==> src/rtl/operand_fetch.sv <==
// operand_fetch -- register-operand fetch stage with a pending-write scoreboard.
//
// An instruction presents its two source addresses, which go straight to the
// register file read ports. The operands that come back are captured, together
// with the destination address, write enable and opaque payload, in a single
// output register. The output register uses a valid/ready handshake on both
// sides and adds exactly one cycle of latency.
//
// The scoreboard holds one pending bit per register:
//   - an accepted instruction that writes rd sets pending[rd];
//   - a writeback clears pending[wb_addr];
//   - a set and a clear of the same register in one cycle leave the bit set.
// A source whose pending bit is set stalls the input until the bit clears.
// Register 0 is hard-wired to zero and is never pending.
//
// Build option:
//   OPF_BYPASS_EN - a source that matches the writeback in flight this cycle
//                   takes wb_data_i directly and does not stall. Without it,
//                   the source stalls until the cycle after the clear and then
//                   reads the register file.
//
// Ports:
//   clk_i, rst_i             clock, asynchronous active-high reset
//   in_*                     upstream instruction (valid/ready handshake)
//   rf_rs1/2_addr_o          register file read addresses (combinational)
//   rf_rs1/2_i               register file read data (combinational)
//   wb_we_i/addr_i/data_i    writeback from later stages
//   out_*                    downstream operands (valid/ready handshake)

module operand_fetch #(
  parameter int DATA_WIDTH   = 32,
  parameter int NUM_REGISTER = 32,
  localparam int AW = $clog2(NUM_REGISTER)
) (
  input  logic                  clk_i,
  input  logic                  rst_i,
  input  logic                  in_valid_i,
  output logic                  in_ready_o,
  input  logic [AW-1:0]         in_rs1_addr_i,
  input  logic [AW-1:0]         in_rs2_addr_i,
  input  logic [AW-1:0]         in_rd_addr_i,
  input  logic                  in_rd_we_i,
  input  logic [DATA_WIDTH-1:0] in_payload_i,
  output logic [AW-1:0]         rf_rs1_addr_o,
  output logic [AW-1:0]         rf_rs2_addr_o,
  input  logic [DATA_WIDTH-1:0] rf_rs1_i,
  input  logic [DATA_WIDTH-1:0] rf_rs2_i,
  input  logic                  wb_we_i,
  input  logic [AW-1:0]         wb_addr_i,
  input  logic [DATA_WIDTH-1:0] wb_data_i,
  output logic                  out_valid_o,
  input  logic                  out_ready_i,
  output logic [DATA_WIDTH-1:0] out_rs1_o,
  output logic [DATA_WIDTH-1:0] out_rs2_o,
  output logic [AW-1:0]         out_rd_addr_o,
  output logic                  out_rd_we_o,
  output logic [DATA_WIDTH-1:0] out_payload_o
);

  localparam logic [AW-1:0]           ZERO_ADDR = {AW{1'b0}};
  localparam logic [DATA_WIDTH-1:0]   ZERO_DATA = {DATA_WIDTH{1'b0}};
  localparam logic [NUM_REGISTER-1:0] ZERO_MASK = {NUM_REGISTER{1'b0}};

  // A source stalls when it names a real register that still awaits a write,
  // unless the write is being forwarded this very cycle.
  function automatic logic src_hazard(input logic [AW-1:0] addr,
                                      input logic          pend,
                                      input logic          bypass_hit);
    return (addr != ZERO_ADDR) && pend && !bypass_hit;
  endfunction

  // Operand selection: register 0 reads as zero, a forwarded write beats the
  // (stale) register file value.
  function automatic logic [DATA_WIDTH-1:0] pick_operand(input logic [AW-1:0]         addr,
                                                         input logic                  bypass_hit,
                                                         input logic [DATA_WIDTH-1:0] rf_data,
                                                         input logic [DATA_WIDTH-1:0] wb_data);
    if (addr == ZERO_ADDR) begin
      return ZERO_DATA;
    end else if (bypass_hit) begin
      return wb_data;
    end else begin
      return rf_data;
    end
  endfunction

  logic [NUM_REGISTER-1:0] pending;
  logic [NUM_REGISTER-1:0] pending_next;
  logic [NUM_REGISTER-1:0] set_mask;
  logic [NUM_REGISTER-1:0] clr_mask;
  logic                    byp_rs1;
  logic                    byp_rs2;
  logic                    haz_rs1;
  logic                    haz_rs2;
  logic                    accept;
  logic [DATA_WIDTH-1:0]   opnd_rs1;
  logic [DATA_WIDTH-1:0]   opnd_rs2;

  assign rf_rs1_addr_o = in_rs1_addr_i;
  assign rf_rs2_addr_o = in_rs2_addr_i;

`ifdef OPF_BYPASS_EN
  assign byp_rs1 = wb_we_i && (wb_addr_i != ZERO_ADDR) && (wb_addr_i == in_rs1_addr_i);
  assign byp_rs2 = wb_we_i && (wb_addr_i != ZERO_ADDR) && (wb_addr_i == in_rs2_addr_i);
`else
  assign byp_rs1 = 1'b0;
  assign byp_rs2 = 1'b0;
`endif

  assign haz_rs1    = src_hazard(in_rs1_addr_i, pending[in_rs1_addr_i], byp_rs1);
  assign haz_rs2    = src_hazard(in_rs2_addr_i, pending[in_rs2_addr_i], byp_rs2);
  assign in_ready_o = (!out_valid_o || out_ready_i) && !haz_rs1 && !haz_rs2;
  assign accept     = in_valid_i && in_ready_o;

  assign opnd_rs1 = pick_operand(in_rs1_addr_i, byp_rs1, rf_rs1_i, wb_data_i);
  assign opnd_rs2 = pick_operand(in_rs2_addr_i, byp_rs2, rf_rs2_i, wb_data_i);

  // Scoreboard next state: clear from writeback, then set from the accepted
  // instruction so that a same-register set overrides the clear.
  always_comb begin
    set_mask = ZERO_MASK;
    clr_mask = ZERO_MASK;
    if (accept && in_rd_we_i && (in_rd_addr_i != ZERO_ADDR)) begin
      set_mask[in_rd_addr_i] = 1'b1;
    end else begin
      set_mask = ZERO_MASK;
    end
    if (wb_we_i && (wb_addr_i != ZERO_ADDR)) begin
      clr_mask[wb_addr_i] = 1'b1;
    end else begin
      clr_mask = ZERO_MASK;
    end
    pending_next    = (pending & ~clr_mask) | set_mask;
    pending_next[0] = 1'b0;
  end

  // Scoreboard register.
  always_ff @(posedge clk_i or posedge rst_i) begin
    if (rst_i) begin
      pending <= ZERO_MASK;
    end else begin
      pending <= pending_next;
    end
  end

  // Output register: load on accept, empty when drained, otherwise hold.
  always_ff @(posedge clk_i or posedge rst_i) begin
    if (rst_i) begin
      out_valid_o   <= 1'b0;
      out_rs1_o     <= ZERO_DATA;
      out_rs2_o     <= ZERO_DATA;
      out_rd_addr_o <= ZERO_ADDR;
      out_rd_we_o   <= 1'b0;
      out_payload_o <= ZERO_DATA;
    end else if (accept) begin
      out_valid_o   <= 1'b1;
      out_rs1_o     <= opnd_rs1;
      out_rs2_o     <= opnd_rs2;
      out_rd_addr_o <= in_rd_addr_i;
      out_rd_we_o   <= in_rd_we_i;
      out_payload_o <= in_payload_i;
    end else if (out_ready_i) begin
      out_valid_o   <= 1'b0;
    end else begin
      out_valid_o   <= out_valid_o;
    end
  end

endmodule

==> config.mk <==
export PLATFORM = sky130hd
export DESIGN_NAME = operand_fetch
export DESIGN_NICKNAME = d
export VERILOG_FILES = /design/src/rtl/operand_fetch.sv
export SDC_FILE = /design/constraint.sdc
export NUM_CORES = 1
export LEC_CHECK = 0
export CAP_MARGIN = 0
export CORE_MARGIN = 3
export CORE_UTILIZATION = 41
export CTS_CLUSTER_SIZE = 40
export DETAILED_ROUTE_END_ITERATION = 7
export PLACE_DENSITY_LB_ADDON = 0.2
export SKIP_LAST_GASP = 1
export SYNTH_ARGS = -nofsm -noshare
export SYNTH_HDL_FRONTEND = slang
export SYNTH_SLANG_ARGS = --single-unit
==> constraint.sdc <==
create_clock -name clk_i -period 11.4 [get_ports clk_i]
set_input_delay 2.28 -clock clk_i [delete_from_list [all_inputs] [get_ports clk_i]]
set_output_delay 2.28 -clock clk_i [all_outputs]
set_load 0.03 [all_outputs]
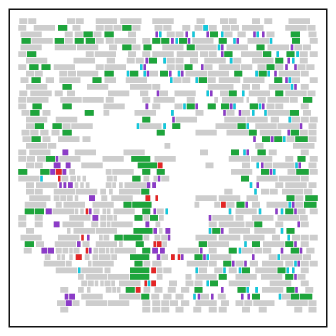
(gate-type map)
Red stands for nor cells, cells 18, most used nor2_1. Purple stands for nand cells, cells 98, most used nand2_1, where all over the die. Green stands for mux cells, cells 124, most used mux2i_1, where all over the die. Cyan stands for inv cells, cells 69, most used inv_1.
most common logic cell in the routed design: clkdlybuf4s50_1
Comb area share: 0.268

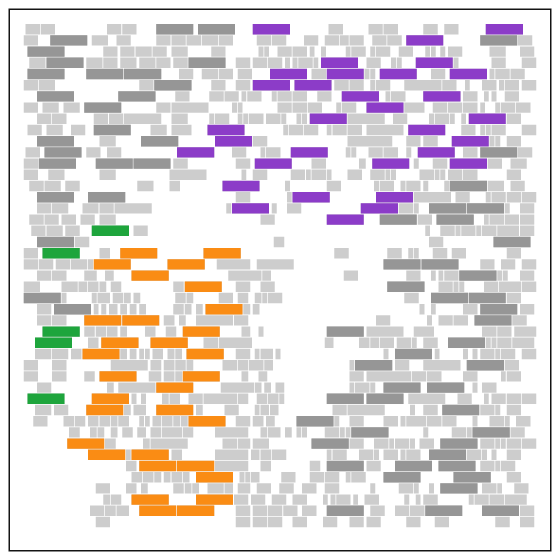
(register map, names as in the netlist)
Other sequential cells in the stronger gray, the rest of the logic in the fainter gray.
Purple stands for `out_rs2_o`, sequential cells 32. Orange stands for `pending`, sequential cells 31. Green stands for `out_rd_addr_o`, sequential cells 5, where left middle.
Another 66 sequential cells are not colored.
sequential portion of the cell area: 0.359
power dissipated in sequential cells: 0.661 mW
sequential cell area in the final layout: 0.00335 mm²
end-of-flow core utilization: 0.612

==> summary.txt <==
The full implementation flow was run.

The run finished with clean final reports. The net count entering floorplan stands at just over 700. The finished cells cover about 0.0093 mm².

The placeable core region stands at about 0.015 mm². The overall die width stands at ~130 µm. By area, the combinational part of the netlist is dominated by multiplexers. The repair_antennas step left the layout with diodes totalling 0. In this run the most critical hold path is launched from out_payload_o[20].

Per the post-run analysis, buffers plus inverters along the critical path come to 3. At the end of the flow, the number of nets in the layout was 939. The synthesized area stands at about 0.0064 mm². The most critical hold endpoint after final layout shows a slack of 501 ps.

The global route total overflow stands at 0. The number of tap instances stands at 211. The proportion of layout cells with a drive suffix above 1 stands at 0.107. The report lists the cells along the critical path as clkdlybuf4s50_1, mux4_2, a22oi_1, o31ai_1, o21ai_2, nand3_1, inv_1, clkdlybuf4s50_1. The buffer share of cell area stands at 0.253.

For the worst setup path, the data required time is about 9000 ps. The first routing iteration left just under 200 violations. The post-synthesis mux area share stands at 0.219.

The area share of xor/xnor cells in the synthesized design stands at 0. The final estimated routing congestion in global placement stands at just under 0.9. After floorplanning, the die was sized to cover 0.0172 mm².

Leaving out the clock tree, the finished layout contains a buffer count of roughly 240. The first global-routing pass estimated 28300 µm of wire. Counting flops with a built-in enable in the synthesized netlist gives 0. According to the floorplan log, the row count is approximately 45. The worst setup path is captured at a primary output.

The area fraction in and, or, nand and nor cells after synthesis stands at 0.0955. The total clock sinks stands at approximately 130. dfrtp_1 takes more of the synthesized area than any other cell. The max-cap violation count stands at 0.

In this run the critical register-to-register path is captured at out_payload_o[22]. Fill cells in the final layout number around 1200. For this design, the slowest cell found on the critical path is clkdlybuf4s50_1. Across all register-to-register paths, the minimum setup slack is roughly 7900 ps. The via count of the first global-routing pass stands at approximately 5300. The number of search-and-repair iterations in the first detailed-routing pass stands at 4. Relative to the synthesized area, the layout overhead comes to 45.5%. The detailed router reports a met3 wire length of about 1300 µm. The sequential group share of total power stands at 0.348. The combinational logic power stands at 0.696 mW. The worst slack after detailed placement stands at between 3000 and 4000 ps. The average cell area after synthesis stands at between 10 and 15 µm². The inverter tally of the final layout excluding the clock network stands at 69. The number of hold violations in the final report stands at 0.

The wire length per cell stands at between 15 and 20 µm. The headroom to the max-slew limit stands at 0.253. In the setup report, the worst path falls into the class in2out. Yosys mapped the design onto 39 distinct sky130hd cell types. The portion of the clock cycle consumed by the worst path in the final layout stands at 0.720. The number of cells traversed by the worst hold path stands at 1. Logic depth along the worst register-to-register path is recorded as 7.
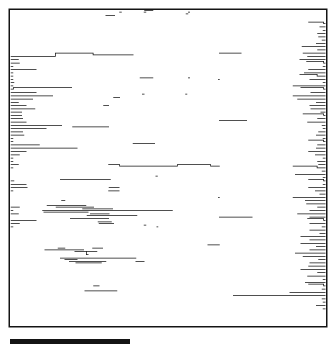
(M3 wires)
Bar = 50 µm.
160 nets have wire on it. The layer holds 7.5% of the routed length.
final WL: 17300 µm
GR Util met3: 0.0597
via count of the routed design: 5061

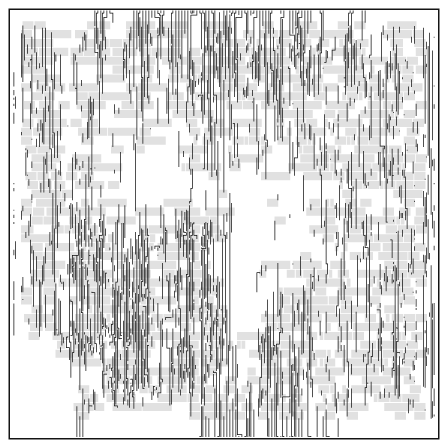
(the metal 2 layer)
Cells faint in the background.
The longest straight run is 49.0 µm. The layer holds 49% of the routed length. The layer carries 8420 µm of wire.
met2 capacity usage during global routing: 0.342

Power figures rest on the tool's default switching activity, not on a simulated workload.
